Port wiring:
Bar = 50 um.
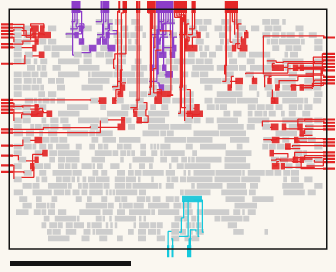
Floorplan with the power grid:
Bar = 50 um. Pins as bars on the die edge. Tap cells in gray.
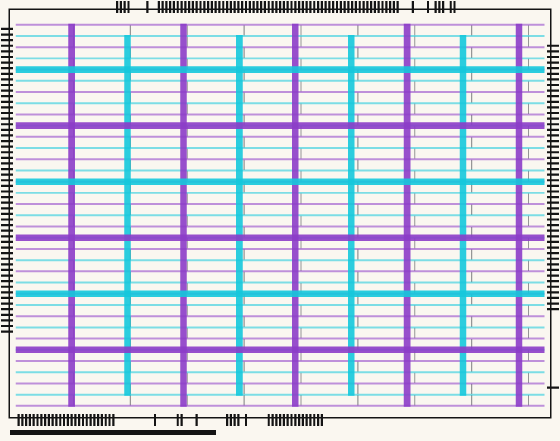
`src/rtl/job_match_arbiter_pkg.sv`:
```
// Shared widths, defaults and request payload type for the job_pe to match-unit arbiter.
package job_match_arbiter_pkg;

  localparam int ADDR_WIDTH            = 16;
  localparam int LAZY_MATCH_LEN        = 4;
  localparam int MATCH_LEN_WIDTH       = 8;
  localparam int MATCH_ARB_NUM_PE      = 4;
  localparam int MATCH_ARB_OUTSTANDING = 8;

  typedef struct packed {
    logic [ADDR_WIDTH-1:0]     head_addr;
    logic [ADDR_WIDTH-1:0]     history_addr;
    logic [LAZY_MATCH_LEN-1:0] tag;
  } match_req_t;

endpackage

```
`src/rtl/job_match_arbiter_if.sv`:
```
// PE-side and match-unit-side handshake bundle; master = arbiter, slave = surrounding logic.
interface job_match_arbiter_if #(
  parameter int NUM_PE          = job_match_arbiter_pkg::MATCH_ARB_NUM_PE,
  parameter int MAX_OUTSTANDING = job_match_arbiter_pkg::MATCH_ARB_OUTSTANDING
);
  import job_match_arbiter_pkg::*;

  localparam int CNT_W = $clog2(MAX_OUTSTANDING) + 1;

  logic [NUM_PE-1:0]                pe_req_valid;
  logic [NUM_PE*ADDR_WIDTH-1:0]     pe_req_head_addr;
  logic [NUM_PE*ADDR_WIDTH-1:0]     pe_req_history_addr;
  logic [NUM_PE*LAZY_MATCH_LEN-1:0] pe_req_tag;
  logic [NUM_PE-1:0]                pe_req_ready;

  logic                             mu_req_valid;
  logic [ADDR_WIDTH-1:0]            mu_req_head_addr;
  logic [ADDR_WIDTH-1:0]            mu_req_history_addr;
  logic [LAZY_MATCH_LEN-1:0]        mu_req_tag;
  logic                             mu_req_ready;

  logic                             mu_resp_valid;
  logic [MATCH_LEN_WIDTH-1:0]       mu_resp_len;
  logic [LAZY_MATCH_LEN-1:0]        mu_resp_tag;
  logic                             mu_resp_ready;

  logic [NUM_PE-1:0]                pe_resp_valid;
  logic [MATCH_LEN_WIDTH-1:0]       pe_resp_len;
  logic [LAZY_MATCH_LEN-1:0]        pe_resp_tag;
  logic [NUM_PE-1:0]                pe_resp_ready;

  logic [CNT_W-1:0]                 outstanding;

  modport master (
    input  pe_req_valid, pe_req_head_addr, pe_req_history_addr, pe_req_tag,
    output pe_req_ready,
    output mu_req_valid, mu_req_head_addr, mu_req_history_addr, mu_req_tag,
    input  mu_req_ready,
    input  mu_resp_valid, mu_resp_len, mu_resp_tag,
    output mu_resp_ready,
    output pe_resp_valid, pe_resp_len, pe_resp_tag,
    input  pe_resp_ready,
    output outstanding
  );

  modport slave (
    output pe_req_valid, pe_req_head_addr, pe_req_history_addr, pe_req_tag,
    input  pe_req_ready,
    input  mu_req_valid, mu_req_head_addr, mu_req_history_addr, mu_req_tag,
    output mu_req_ready,
    output mu_resp_valid, mu_resp_len, mu_resp_tag,
    input  mu_resp_ready,
    input  pe_resp_valid, pe_resp_len, pe_resp_tag,
    output pe_resp_ready,
    input  outstanding
  );

endinterface

```
`src/rtl/job_match_arbiter_rr_arbiter.sv`:
```
// Round-robin picker: one-hot grant to the first requester at or after ptr, wrapping.
module rr_arbiter #(
  parameter  int W     = 4,
  localparam int PTR_W = (W > 1) ? $clog2(W) : 1
) (
  input  logic [W-1:0]     req,
  input  logic [PTR_W-1:0] ptr,
  output logic [W-1:0]     grant
);

  logic             found;
  logic [PTR_W-1:0] idx;

  // NOTE: every variable written here gets a default first, so no path can infer a latch.
  always_comb begin
    grant = '0;
    found = 1'b0;
    idx   = '0;
    for (int k = 0; k < W; k++) begin
      idx = PTR_W'((int'(ptr) + k) % W);
      if (!found && req[idx]) begin
        grant[idx] = 1'b1;
        found      = 1'b1;
      end
    end
  end

endmodule

```
`src/rtl/job_match_arbiter.sv`:
```
// Shares one match unit among NUM_PE job_pe requesters; in-order responses are steered
// back to their owner through a FIFO of granted PE indices.
module job_match_arbiter
  import job_match_arbiter_pkg::*;
#(
  parameter int NUM_PE          = MATCH_ARB_NUM_PE,
  parameter int MAX_OUTSTANDING = MATCH_ARB_OUTSTANDING
) (
  input logic                 clk,
  input logic                 rst_n,
  job_match_arbiter_if.master bus
);

  localparam int PE_ID_W = (NUM_PE > 1) ? $clog2(NUM_PE) : 1;
  localparam int FIFO_AW = $clog2(MAX_OUTSTANDING);
  localparam int CNT_W   = FIFO_AW + 1;

  logic [NUM_PE-1:0]  grant;
  logic [PE_ID_W-1:0] rr_ptr;
  logic [PE_ID_W-1:0] winner;
  match_req_t         winner_req;
  match_req_t         slot;
  logic               slot_valid;
  logic               slot_free;
  logic               grant_en;
  logic               pop;

  logic [PE_ID_W-1:0] id_fifo [MAX_OUTSTANDING];
  logic [FIFO_AW-1:0] wr_ptr;
  logic [FIFO_AW-1:0] rd_ptr;
  logic [CNT_W-1:0]   count;
  logic               fifo_empty;
  logic               fifo_full;
  logic [PE_ID_W-1:0] head_id;

  rr_arbiter #(.W(NUM_PE)) u_rr (
    .req   (bus.pe_req_valid),
    .ptr   (rr_ptr),
    .grant (grant)
  );

  always_comb begin
    winner     = '0;
    winner_req = '0;
    for (int i = 0; i < NUM_PE; i++) begin
      if (grant[i]) begin
        winner                  = PE_ID_W'(i);
        winner_req.head_addr    = bus.pe_req_head_addr[i*ADDR_WIDTH +: ADDR_WIDTH];
        winner_req.history_addr = bus.pe_req_history_addr[i*ADDR_WIDTH +: ADDR_WIDTH];
        winner_req.tag          = bus.pe_req_tag[i*LAZY_MATCH_LEN +: LAZY_MATCH_LEN];
      end
    end
  end

  // A full FIFO blocks grants even when a response pops in the same cycle.
  assign slot_free  = !slot_valid || bus.mu_req_ready;
  assign fifo_empty = (count == '0);
  assign fifo_full  = (count == CNT_W'(MAX_OUTSTANDING));
  assign grant_en   = slot_free && !fifo_full && (|bus.pe_req_valid);

  assign bus.pe_req_ready        = grant_en ? grant : '0;
  assign bus.mu_req_valid        = slot_valid;
  assign bus.mu_req_head_addr    = slot.head_addr;
  assign bus.mu_req_history_addr = slot.history_addr;
  assign bus.mu_req_tag          = slot.tag;

  assign head_id           = id_fifo[rd_ptr];
  assign bus.pe_resp_valid = (bus.mu_resp_valid && !fifo_empty) ? (NUM_PE'(1) << head_id) : '0;
  assign bus.mu_resp_ready = !fifo_empty && bus.pe_resp_ready[head_id];
  assign bus.pe_resp_len   = bus.mu_resp_len;
  assign bus.pe_resp_tag   = bus.mu_resp_tag;
  assign bus.outstanding   = count;
  assign pop               = bus.mu_resp_valid && bus.mu_resp_ready;

  // NOTE: state registers use non-blocking assignments so every flop samples pre-edge values.
  always_ff @(posedge clk or negedge rst_n) begin
    if (!rst_n) begin
      slot_valid <= 1'b0;
      slot       <= '0;
      rr_ptr     <= '0;
      wr_ptr     <= '0;
      rd_ptr     <= '0;
      count      <= '0;
    end else begin
      if (grant_en) begin
        slot_valid <= 1'b1;
        slot       <= winner_req;
        rr_ptr     <= (winner == PE_ID_W'(NUM_PE - 1)) ? '0 : winner + PE_ID_W'(1);
      end else if (bus.mu_req_ready) begin
        slot_valid <= 1'b0;
      end
      if (grant_en) wr_ptr <= wr_ptr + FIFO_AW'(1);
      if (pop)      rd_ptr <= rd_ptr + FIFO_AW'(1);
      count <= count + CNT_W'(grant_en) - CNT_W'(pop);
    end
  end

  // NOTE: ID storage is not reset; count and pointers alone decide which entries are live.
  always_ff @(posedge clk) begin
    if (grant_en) id_fifo[wr_ptr] <= winner;
  end

endmodule

```
`src/flat_wrapper.sv`:
```
// flat-port wrapper written by rule: the top's interface ports become plain ports
module job_match_arbiter_flat import job_match_arbiter_pkg::*;
#(
  parameter int NUM_PE          = MATCH_ARB_NUM_PE,
  parameter int MAX_OUTSTANDING = MATCH_ARB_OUTSTANDING
)
  (clk, rst_n, bus_pe_req_valid, bus_pe_req_head_addr, bus_pe_req_history_addr, bus_pe_req_tag, bus_pe_req_ready, bus_mu_req_valid, bus_mu_req_head_addr, bus_mu_req_history_addr, bus_mu_req_tag, bus_mu_req_ready, bus_mu_resp_valid, bus_mu_resp_len, bus_mu_resp_tag, bus_mu_resp_ready, bus_pe_resp_valid, bus_pe_resp_len, bus_pe_resp_tag, bus_pe_resp_ready, bus_outstanding);
  job_match_arbiter_if #(.NUM_PE(NUM_PE), .MAX_OUTSTANDING(MAX_OUTSTANDING)) bus_i ();
  input logic clk;
  input logic rst_n;
  input wire logic [$bits(bus_i.pe_req_valid)-1:0] bus_pe_req_valid;
  input wire logic [$bits(bus_i.pe_req_head_addr)-1:0] bus_pe_req_head_addr;
  input wire logic [$bits(bus_i.pe_req_history_addr)-1:0] bus_pe_req_history_addr;
  input wire logic [$bits(bus_i.pe_req_tag)-1:0] bus_pe_req_tag;
  output wire logic [$bits(bus_i.pe_req_ready)-1:0] bus_pe_req_ready;
  output wire logic [$bits(bus_i.mu_req_valid)-1:0] bus_mu_req_valid;
  output wire logic [$bits(bus_i.mu_req_head_addr)-1:0] bus_mu_req_head_addr;
  output wire logic [$bits(bus_i.mu_req_history_addr)-1:0] bus_mu_req_history_addr;
  output wire logic [$bits(bus_i.mu_req_tag)-1:0] bus_mu_req_tag;
  input wire logic [$bits(bus_i.mu_req_ready)-1:0] bus_mu_req_ready;
  input wire logic [$bits(bus_i.mu_resp_valid)-1:0] bus_mu_resp_valid;
  input wire logic [$bits(bus_i.mu_resp_len)-1:0] bus_mu_resp_len;
  input wire logic [$bits(bus_i.mu_resp_tag)-1:0] bus_mu_resp_tag;
  output wire logic [$bits(bus_i.mu_resp_ready)-1:0] bus_mu_resp_ready;
  output wire logic [$bits(bus_i.pe_resp_valid)-1:0] bus_pe_resp_valid;
  output wire logic [$bits(bus_i.pe_resp_len)-1:0] bus_pe_resp_len;
  output wire logic [$bits(bus_i.pe_resp_tag)-1:0] bus_pe_resp_tag;
  input wire logic [$bits(bus_i.pe_resp_ready)-1:0] bus_pe_resp_ready;
  output wire logic [$bits(bus_i.outstanding)-1:0] bus_outstanding;
  assign bus_i.pe_req_valid = bus_pe_req_valid;
  assign bus_i.pe_req_head_addr = bus_pe_req_head_addr;
  assign bus_i.pe_req_history_addr = bus_pe_req_history_addr;
  assign bus_i.pe_req_tag = bus_pe_req_tag;
  assign bus_pe_req_ready = bus_i.pe_req_ready;
  assign bus_mu_req_valid = bus_i.mu_req_valid;
  assign bus_mu_req_head_addr = bus_i.mu_req_head_addr;
  assign bus_mu_req_history_addr = bus_i.mu_req_history_addr;
  assign bus_mu_req_tag = bus_i.mu_req_tag;
  assign bus_i.mu_req_ready = bus_mu_req_ready;
  assign bus_i.mu_resp_valid = bus_mu_resp_valid;
  assign bus_i.mu_resp_len = bus_mu_resp_len;
  assign bus_i.mu_resp_tag = bus_mu_resp_tag;
  assign bus_mu_resp_ready = bus_i.mu_resp_ready;
  assign bus_pe_resp_valid = bus_i.pe_resp_valid;
  assign bus_pe_resp_len = bus_i.pe_resp_len;
  assign bus_pe_resp_tag = bus_i.pe_resp_tag;
  assign bus_i.pe_resp_ready = bus_pe_resp_ready;
  assign bus_outstanding = bus_i.outstanding;
  job_match_arbiter #(.NUM_PE(NUM_PE), .MAX_OUTSTANDING(MAX_OUTSTANDING)) u_core (.clk(clk), .rst_n(rst_n), .bus(bus_i));
endmodule
```
`config.mk`:
```
export PLATFORM = sky130hd
export DESIGN_NAME = job_match_arbiter_flat
export DESIGN_NICKNAME = d
export VERILOG_FILES = /design/src/rtl/job_match_arbiter_pkg.sv /design/src/rtl/job_match_arbiter_if.sv /design/src/rtl/job_match_arbiter_rr_arbiter.sv /design/src/rtl/job_match_arbiter.sv /design/src/flat_wrapper.sv
export SDC_FILE = /design/constraint.sdc
export NUM_CORES = 1
export LEC_CHECK = 0
export CAP_MARGIN = 20
export CORE_ASPECT_RATIO = 0.75
export CORE_MARGIN = 1
export CORE_UTILIZATION = 37
export DETAILED_ROUTE_END_ITERATION = 10
export PLACE_DENSITY_LB_ADDON = 0.08
export REMOVE_ABC_BUFFERS = 1
export SKIP_CTS_REPAIR_TIMING = 1
export SYNTH_ARGS = -nofsm -noshare
export SYNTH_HDL_FRONTEND = slang
export SYNTH_SLANG_ARGS = --single-unit
```
`constraint.sdc`:
```
create_clock -name clk -period 3.7 [get_ports clk]
set_input_delay 1.11 -clock clk [delete_from_list [all_inputs] [get_ports clk]]
set_output_delay 1.11 -clock clk [all_outputs]
set_load 0.03 [all_outputs]
```
==> results_tabular.tex <==
% Generated from flow reports
\begin{tabular}{lr}
\hline
Metric & Value \\
\hline
\multicolumn{2}{l}{\textbf{Outcome}} \\
\quad Run status & finished, final reports clean \\
\multicolumn{2}{l}{\textbf{Final timing}} \\
\quad Setup tns final & 0 ns \\
\quad Minimum clock period & around 3.7 ns \\
\quad Max-slew violation total from the final report & 0 \\
\quad Worst rel slew slack & 0.427 \\
\quad Worst slack on hold paths & 0.513 ns \\
\quad Final hold violation count & 0 \\
\quad Setup repair after global routing missed its margin & yes \\
\quad Achievable clock frequency & 272 MHz \\
\quad Final setup vio count & 0 \\
\quad Final setup slack of the worst path & 0.0258 ns \\
\quad Final clock skew & just over 0.005 ns \\
\quad Slew @ Worst Pin & roughly 0.86 ns \\
\quad Final worst path period share & 0.993 \\
\multicolumn{2}{l}{\textbf{Logic synthesis}} \\
\quad Yosys aoi share & 0.334 \\
\quad Arithmetic-cell share of the synthesized area counting full adders, half adders and majority gates & 0.0422 \\
\quad Post-synth ARST share & 0.754 \\
\quad Area fraction in mux cells & 0.0458 \\
\quad Synth Flop Type & sky130\_fd\_sc\_hd\_\_dfrtp\_1 \\
\quad Top non-seq family & AND-OR/OR-AND gates \\
\quad Number of register bits inferred by synthesis & 65 \\
\quad Library cells used by synthesis & around 49 \\
\quad Number of cell instances after yosys synthesis & roughly 470 \\
\quad Count leader, synth & sky130\_fd\_sc\_hd\_\_dfrtp\_1 \\
\quad Synthesized area divided by synthesized cell count & 9.89 um\^{}2 \\
\quad Area of the mapped netlist & approximately 0.0046 mm\^{}2 \\
\quad Top cells by area, synth & sky130\_fd\_sc\_hd\_\_dfrtp\_1, sky130\_fd\_sc\_hd\_\_edfxtp\_1, sky130\_fd\_sc\_hd\_\_a221o\_1 \\
\quad Flip-flops with a built-in enable & 16 \\
\quad Most frequent cells after synthesis & sky130\_fd\_sc\_hd\_\_dfrtp\_1, sky130\_fd\_sc\_hd\_\_a21oi\_1, sky130\_fd\_sc\_hd\_\_nor2b\_1 \\
\quad Chip Area, Yosys & 0.00462 mm\^{}2 \\
\quad Post-synthesis share of cell area spent on xor and xnor gates & 0.0114 \\
\quad Synthesis warning total & 0 \\
\quad Post-synthesis simple-gate area fraction & 0.111 \\
\quad Library cell with the largest summed area after synthesis & sky130\_fd\_sc\_hd\_\_dfrtp\_1 \\
\quad Fraction of post-synthesis cell area in the top cell type by area & 0.265 \\
\quad Cells after synthesis & between 400 and 500 \\
\quad Sequential fraction of the synthesis area & 0.369 \\
\multicolumn{2}{l}{\textbf{Finish}} \\
\quad Flop count & between 60 and 70 \\
\quad Logic cell area & around 0.0026 mm\^{}2 \\
\quad CLK BUF & 12 \\
\quad Leading cell kind & multi-input combinational cells \\
\quad Count of non-CTS inverters in the layout & 16 \\
\quad Number of antenna diodes & 0 \\
\quad Count of fill cells added during filler insertion & 970 \\
\quad Count of plain and timing-repair buffers in the layout & between 200 and 250 \\
\quad Fraction of area in clock buffers and inverters & 0.0431 \\
\quad FF/Latch Area & $\sim$0.0017 mm\^{}2 \\
\quad Sequential share of cell area & 0.235 \\
\quad Dominant logic cell type in the layout & sky130\_fd\_sc\_hd\_\_clkdlybuf4s50\_1 \\
\quad Proportion of final cell area spent on non-clock buffers & 0.326 \\
\quad Multi-input logic portion of the cell area & 0.360 \\
\quad Post-layout util & 0.613 \\
\quad Fraction of final layout cells sized beyond drive strength 1 & 0.141 \\
\quad Post-route non-filler standard cell count & 828 \\
\quad Highest-count cells in the layout ignoring fill and taps & sky130\_fd\_sc\_hd\_\_clkdlybuf4s50\_1, sky130\_fd\_sc\_hd\_\_dfrtp\_1, sky130\_fd\_sc\_hd\_\_a21oi\_1, sky130\_fd\_sc\_hd\_\_buf\_4, sky130\_fd\_sc\_hd\_\_nor2b\_1 \\
\quad Net count of the finished layout & approximately 840 \\
\quad Area overhead of the layout relative to synthesis & 57.5\% \\
\quad Finished layout cell area & a little over 0.007 mm\^{}2 \\
\quad Multi-input combinational cell count & roughly 330 \\
\multicolumn{2}{l}{\textbf{Pwr}} \\
\quad P\_leak & 2.73 nW \\
\quad Total design power & just under 7 mW \\
\quad Power dissipated by switching net loads & about 3.2 mW \\
\quad Cell-internal power & about 3.8 mW \\
\quad Sequential share of power & 0.197 \\
\quad Portion of total power attributed to the clock network & 0.131 \\
\quad Seq power & between 1 and 1.5 mW \\
\quad Power density relative to cell area & 956 mW/mm\^{}2 \\
\quad P\_clk & $\sim$910 uW \\
\quad Combinational share of power & 0.672 \\
\quad Group drawing the most power & combinational logic \\
\quad Power drawn by the combinational cells & 4.68 mW \\
\multicolumn{2}{l}{\textbf{Drt}} \\
\quad Detail Route Antenna Nets & 0 \\
\quad Average vias per placed instance & 5.89 \\
\quad DR pass1 iterations & 5 \\
\quad Wire length on met2 & a little under 8000 um \\
\quad Detailed-route wire length & about 17000 um \\
\quad Remaining routing DRC violations & 0 \\
\quad Met3 Routed Length & between 1000 and 1500 um \\
\quad Number of vias after detailed routing & 4876 \\
\quad Topmost layer with routed signal wires & met4 \\
\quad Average detailed-routed wire length per instance & $\sim$20 um \\
\quad Metal-1 WL & 7040 um \\
\quad First DRT Iteration DRCs & 286 \\
\multicolumn{2}{l}{\textbf{Critical path}} \\
\quad Largest fanout on the critical path & 8 \\
\quad Crit path capture type & output port \\
\quad Kind of start point of the critical path & input port \\
\quad List of cells traversed by the critical path & buf\_6 > mux4\_2 > nand3b\_1 > a22o\_2 > and2\_4 > nor2\_4 > buf\_6 \\
\quad Reg-to-Reg End & u\_core.bus.outstanding[2] \\
\quad Gate family responsible for the most delay along the worst path & multiplexers \\
\quad Critical-path cell with the highest stage delay & sky130\_fd\_sc\_hd\_\_mux4\_2 \\
\quad CP peak stage delay & about 0.55 ns \\
\quad Most frequent CP cell & sky130\_fd\_sc\_hd\_\_buf\_6 \\
\quad Critical path data required time & around 2.6 ns \\
\quad Kind of critical path & in2out \\
\quad Worst R2R Setup Slack & between 0.4 and 0.5 ns \\
\quad Data arrival at the endpoint of the critical path & around 2.6 ns \\
\quad Crit path launch & bus\_pe\_req\_valid[0] \\
\quad Register-to-Register Path Depth & 11 \\
\quad CP Depth & 7 \\
\quad Reg-to-Reg Start & u\_core.rd\_ptr[0] \\
\quad Buffers and inverters on the worst path & 2 \\
\multicolumn{2}{l}{\textbf{GRT}} \\
\quad Met2 global-route usage & 0.418 \\
\quad Largest net degree at the start of global routing & roughly 47 \\
\quad Aggregate global-route resource usage & 0.254 \\
\quad Met3 routing resource usage after global routing & 0.0798 \\
\quad Global-route layer with the greatest usage & met2 \\
\quad Met1 capacity usage during global routing & 0.322 \\
\quad Leftover overflow at the end of global routing & 0 \\
\quad First-pass GRT wire length & around 25000 um \\
\quad Number of antenna violations at the first check in global routing & 0 \\
\quad Number of global-route vias before repair & 4786 \\
\multicolumn{2}{l}{\textbf{Min path}} \\
\quad Min-Delay Endpoint & u\_core.bus.mu\_req\_history\_addr[0] \\
\quad Worst Hold Path Cells & 1 \\
\quad Worst min path class & reg2reg \\
\multicolumn{2}{l}{\textbf{Floorplan}} \\
\quad Initial Util & 0.389 \\
\quad Floorplan die area & between 0.01 and 0.015 mm\^{}2 \\
\quad \# rows & 34 \\
\quad Core Footprint & around 0.012 mm\^{}2 \\
\quad Die W & $\sim$130 um \\
\multicolumn{2}{l}{\textbf{Job}} \\
\quad Count of maximum capacitance violations & 0 \\
\quad Total tool warning count & 32 \\
\multicolumn{2}{l}{\textbf{Placement}} \\
\quad Routability congestion estimate from global placement & $\sim$0.90 \\
\quad Number of placed instances, taps included & roughly 810 \\
\quad Worst slack at placement & -0.515 ns \\
\quad DP HPWL & 11500 um \\
\quad Placed instance area & just under 0.007 mm\^{}2 \\
\multicolumn{2}{l}{\textbf{CTS}} \\
\quad CTS tree & built \\
\quad Level count of the clock H-tree & 3 \\
\quad Clock transition time at the flip-flop clock pins of the worst setup and hold paths & 0.05 ns \\
\quad TritonCTS Buffers & 9 \\
\quad Clock net sink count & about 65 \\
\quad Clock insertion delay at the later pin of the skew report & roughly 0.34 ns \\
\quad CTS Buffer Depth & 2 \\
\quad Root buffer cell & sky130\_fd\_sc\_hd\_\_clkbuf\_16 \\
\hline
\end{tabular}
Notes on 'port wiring' above:
bus_pe_req_tag -> purple  # direction input, edge top, end cells 16, buffers 16, wire 337 um
bus_pe_resp_ready -> cyan  # direction input, edge bottom, end cells 1, buffers 4, wire 93.6 um
bus_pe_req_head_addr -> red  # direction input, edge 23 top, 22 right, 19 left, end cells 64, buffers 64, wire 1630 um
number of top-level design ports: 230
count of input and output buffers: 205

Notes on 'floorplan with the power grid' above:
VSS -> purple
VDD -> cyan
tap cells = 162
met1 rails = 35
rows = 34
Worst IR Drop VDD: 712 uV
die height: 98.8 um

No activity file was given, so power comes from the tool's default toggle rates.
